$ cat src/rtl/phy_rx_lane_deskew_if.sv
// Serial receive bundle for phy_rx_lane_deskew.
// master: drives data_in; slave: drives data_out, valid_out, lane_synced, rx_active, overflow.
interface phy_rx_lane_deskew_if #(
  parameter int LANES = 2
);
  logic [LANES-1:0]   data_in;
  logic [8*LANES-1:0] data_out;
  logic               valid_out;
  logic [LANES-1:0]   lane_synced;
  logic               rx_active;
  logic               overflow;

  modport master (
    output data_in,
    input  data_out, valid_out, lane_synced, rx_active, overflow
  );

  modport slave (
    input  data_in,
    output data_out, valid_out, lane_synced, rx_active, overflow
  );
endinterface

$ cat src/rtl/phy_rx_lane_deskew.sv
// N-lane serial RX: per-lane comma byte alignment, per-lane deskew FIFO, aligned word out.
// Ports: clk_32f (bit clock), reset (async, active low), rx (slave side of the lane bundle).
module phy_rx_lane_deskew #(
  parameter int         LANES      = 2,
  parameter int         SYNC_COUNT = 4,
  parameter logic [7:0] COMMA      = 8'hBC,
  parameter int         FIFO_DEPTH = 4
) (
  input  logic                  clk_32f,
  input  logic                  reset,
  phy_rx_lane_deskew_if.slave   rx
);

  localparam int AW = $clog2(FIFO_DEPTH);

  localparam logic [1:0] SEARCH = 2'd0;
  localparam logic [1:0] COUNT  = 2'd1;
  localparam logic [1:0] SYNCED = 2'd2;

  localparam logic [AW:0] FULL_LVL  = FIFO_DEPTH[AW:0];
  localparam logic [3:0]  SYNC_LAST = SYNC_COUNT[3:0];

  logic [LANES-1:0]   nonempty;
  logic [LANES-1:0]   drop;
  logic [LANES-1:0]   synced;
  logic [8*LANES-1:0] word;
  logic               pop;

  logic [8*LANES-1:0] dout_q;
  logic               valid_q;
  logic               active_q;
  logic               ovf_q;

  // All lanes pop together so the output word stays lane-aligned.
  assign pop = active_q & (&nonempty);

  for (genvar k = 0; k < LANES; k++) begin : g_lane
    logic [7:0]  sh;
    logic [7:0]  nxt;
    logic [1:0]  st;
    logic [2:0]  bc;
    logic [3:0]  cc;
    logic        sync_q;
    logic [7:0]  mem [FIFO_DEPTH];
    logic [AW:0] wp;
    logic [AW:0] rp;
    logic [AW:0] lvl;
    logic        is_comma;
    logic        byte_done;
    logic        push;
    logic        full;
    logic        wr;

    assign nxt       = {sh[6:0], rx.data_in[k]};
    assign is_comma  = (nxt == COMMA);
    assign byte_done = (bc == 3'd7);
    assign lvl       = wp - rp;
    assign full      = (lvl == FULL_LVL);
    assign push      = (st == SYNCED) & byte_done & ~is_comma;
    // A full FIFO still accepts a byte when a pop frees a slot this cycle.
    assign wr        = push & (~full | pop);

    assign nonempty[k]     = (lvl != '0);
    assign drop[k]         = push & full & ~pop;
    assign synced[k]       = sync_q;
    assign word[8*k +: 8]  = mem[rp[AW-1:0]];

    always_ff @(posedge clk_32f or negedge reset) begin
      if (!reset) begin
        sh     <= '0;
        st     <= SEARCH;
        bc     <= '0;
        cc     <= '0;
        sync_q <= 1'b0;
      end else begin
        sh <= nxt;
        bc <= bc + 3'd1;
        case (st)
          SEARCH: begin
            if (is_comma) begin
              st <= COUNT;
              cc <= 4'd1;
              bc <= 3'd0;
            end
          end
          COUNT: begin
            if (byte_done) begin
              if (is_comma) begin
                cc <= cc + 4'd1;
                if (cc + 4'd1 == SYNC_LAST) begin
                  st     <= SYNCED;
                  sync_q <= 1'b1;
                end
              end else begin
                st <= SEARCH;
                cc <= 4'd0;
              end
            end
          end
          default: ;
        endcase
      end
    end

    always_ff @(posedge clk_32f or negedge reset) begin
      if (!reset) begin
        wp <= '0;
        rp <= '0;
      end else begin
        if (wr)  wp <= wp + 1'b1;
        if (pop) rp <= rp + 1'b1;
      end
    end

    always_ff @(posedge clk_32f) begin
      if (wr) mem[wp[AW-1:0]] <= nxt;
    end
  end

  always_ff @(posedge clk_32f or negedge reset) begin
    if (!reset) begin
      dout_q   <= '0;
      valid_q  <= 1'b0;
      active_q <= 1'b0;
      ovf_q    <= 1'b0;
    end else begin
      active_q <= &synced;
      ovf_q    <= ovf_q | (|drop);
      valid_q  <= pop;
      if (pop) dout_q <= word;
    end
  end

  assign rx.data_out    = dout_q;
  assign rx.valid_out   = valid_q;
  assign rx.lane_synced = synced;
  assign rx.rx_active   = active_q;
  assign rx.overflow    = ovf_q;

endmodule

$ cat src/flat_wrapper.sv
// flat-port wrapper written by rule: the top's interface ports become plain ports
module phy_rx_lane_deskew_flat 
#(
  parameter int         LANES      = 2,
  parameter int         SYNC_COUNT = 4,
  parameter logic [7:0] COMMA      = 8'hBC,
  parameter int         FIFO_DEPTH = 4
)
  (clk_32f, reset, rx_data_in, rx_data_out, rx_valid_out, rx_lane_synced, rx_rx_active, rx_overflow);
  phy_rx_lane_deskew_if #(.LANES(LANES)) rx_i ();
  input  logic clk_32f;
  input  logic reset;
  input wire logic [$bits(rx_i.data_in)-1:0] rx_data_in;
  output wire logic [$bits(rx_i.data_out)-1:0] rx_data_out;
  output wire logic [$bits(rx_i.valid_out)-1:0] rx_valid_out;
  output wire logic [$bits(rx_i.lane_synced)-1:0] rx_lane_synced;
  output wire logic [$bits(rx_i.rx_active)-1:0] rx_rx_active;
  output wire logic [$bits(rx_i.overflow)-1:0] rx_overflow;
  assign rx_i.data_in = rx_data_in;
  assign rx_data_out = rx_i.data_out;
  assign rx_valid_out = rx_i.valid_out;
  assign rx_lane_synced = rx_i.lane_synced;
  assign rx_rx_active = rx_i.rx_active;
  assign rx_overflow = rx_i.overflow;
  phy_rx_lane_deskew #(.LANES(LANES), .SYNC_COUNT(SYNC_COUNT), .COMMA(COMMA), .FIFO_DEPTH(FIFO_DEPTH)) u_core (.clk_32f(clk_32f), .reset(reset), .rx(rx_i));
endmodule
$ cat config.mk
export PLATFORM = sky130hd
export DESIGN_NAME = phy_rx_lane_deskew_flat
export DESIGN_NICKNAME = d
export VERILOG_FILES = /design/src/rtl/phy_rx_lane_deskew_if.sv /design/src/rtl/phy_rx_lane_deskew.sv /design/src/flat_wrapper.sv
export SDC_FILE = /design/constraint.sdc
export NUM_CORES = 1
export LEC_CHECK = 0
export CAP_MARGIN = 25
export CORE_UTILIZATION = 49
export CTS_CLUSTER_SIZE = 30
export DETAILED_ROUTE_END_ITERATION = 12
export GPL_TIMING_DRIVEN = 0
export PLACE_DENSITY = 0.79
export SYNTH_ARGS = -nofsm -noshare
export SYNTH_HDL_FRONTEND = slang
export SYNTH_SLANG_ARGS = --single-unit
$ cat constraint.sdc
create_clock -name clk_32f -period 2.4 [get_ports clk_32f]
set_input_delay 0.72 -clock clk_32f [delete_from_list [all_inputs] [get_ports clk_32f]]
set_output_delay 0.72 -clock clk_32f [all_outputs]
set_load 0.03 [all_outputs]
==> results.txt <==
run results: run status=finished clean, Net Sw Frac=20.25%, port bufs=24, global route hottest layer=met2, sum of routed wire length over all layers=9218 um, # hold bufs at CTS=0, end of the worst register-to-register path=u_core.g_lane[1].wp[2], main power-consuming group=the clock network, cell count after synthesis=about 330, met3 routing resource usage after global routing=a little under 5%, Post-DRT Antenna Nets=0, post-synth cell types=about 46, insertion delay to the later sink of the worst-skew pair=530 ps, Die X=106.4 um, Critical R2R Launch=u_core.g_lane[1].bc[0], Max clock buf depth=2, endpoint of the most critical setup path=rx_overflow, sequential-to-total area share from yosys stat=66.48%, cell types with the highest counts after synthesis=sky130_fd_sc_hd__dfrtp_1 (65), sky130_fd_sc_hd__edfxtp_1 (64), sky130_fd_sc_hd__ha_1 (22), vias in the first global route=3,068, vias per inst=5.413, data arrival time of the worst path=1600 ps, r2r setup slk=approximately 110 ps, Post-Synthesis Cell Area=between 0.005 and 0.006 sq mm, Met3 Wirelength=326 um, Power Density=805.2 mW/mm^2, global-route wire length before repair=~16,000 um, sum of internal, switching and leakage power=5.199 mW, quantity of gates resized following cts=15, combinational group share of total power=2.4%, endpoints failing setup=0, number of warnings the tools reported=35, Final Skew=around 7.3 ps, weighted congestion reported at the end of routability-driven placement=roughly 0.81, fin worst setup slack=83.62 ps, Final clock-cell share=9.516%, logic area=0.001758 sq mm, count of nets after finishing=around 400, total net switching power=about 1.1 mW, number of combinational gates with multiple inputs=180, I/O pin count=25, f_max=0.4317 GHz, Static Leak=2.688 nW, required time of the critical path=between 1500 and 2000 ps, cells along the critical path=clkdlybuf4s50_1, flip-flop cell with the highest count after synthesis=sky130_fd_sc_hd__dfrtp_1, power attributed to sequential cells=2.43 mW, clock slew at reported path FFs=~60 ps, mux contribution to synthesized area=11.44%, Total Die Area=between 0.01 and 0.015 sq mm, DRC violation count after routing=0, mean area per synthesized cell=16.13 sq um, total congestion overflow=0, clock sink count=129, Simple-Gate Area Share=7.384%, flop share of the area=54.96%, Well-Tap Cells=between 100 and 150, maximum VDD drop=470.3 uV, post-placement worst setup slack=-700.8 ps, CLK BUF=18, total clock buffers created by CTS=17, count of library flops with an enable pin=around 64, inverter count=12
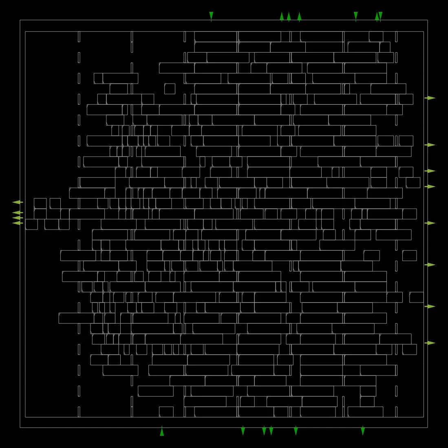
placement.png
number of placement rows: 37
area inside the core boundary: 0.01046 sq mm
number of fill cells: 763
Final Core Density: 61.71%

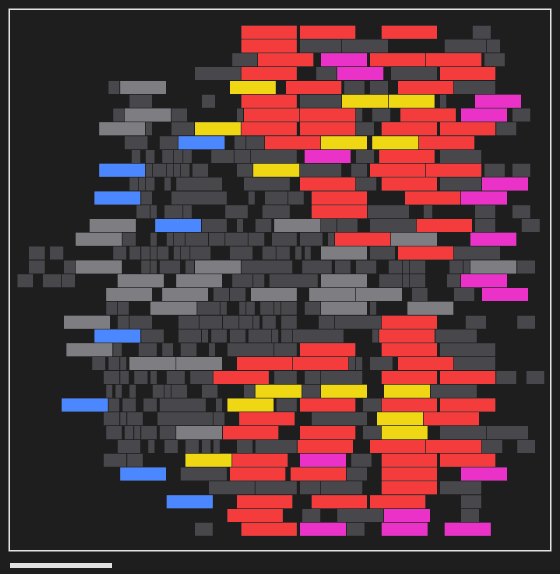
flops_by_reg.png
The bar under the picture is 20 um long.
legend:
  `u_core.rx.data_out`:
    color: magenta
    sequential_cells: 16
  `u_core.g_lane.sh`:
    color: yellow
    sequential_cells: 14
  `u_core.g_lane.cc`:
    color: blue
    sequential_cells: 8
  `u_core.g_lane.mem`:
    color: red
    sequential_cells: 64
not colored: 27

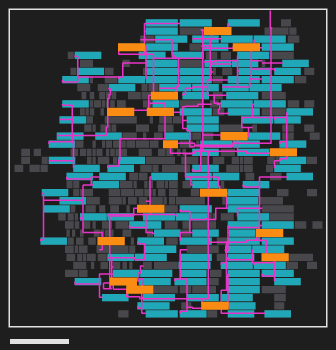
clk_routes.png
The bar under the picture is 20 um long.
legend:
  flip-flops:
    color: cyan
    count: 129
  clock drivers:
    color: orange
    count: 17
  clock wires:
    color: magenta
    length: 1,470 um
flops lie: spread over the die

Power is estimated from default activity; no workload was simulated.
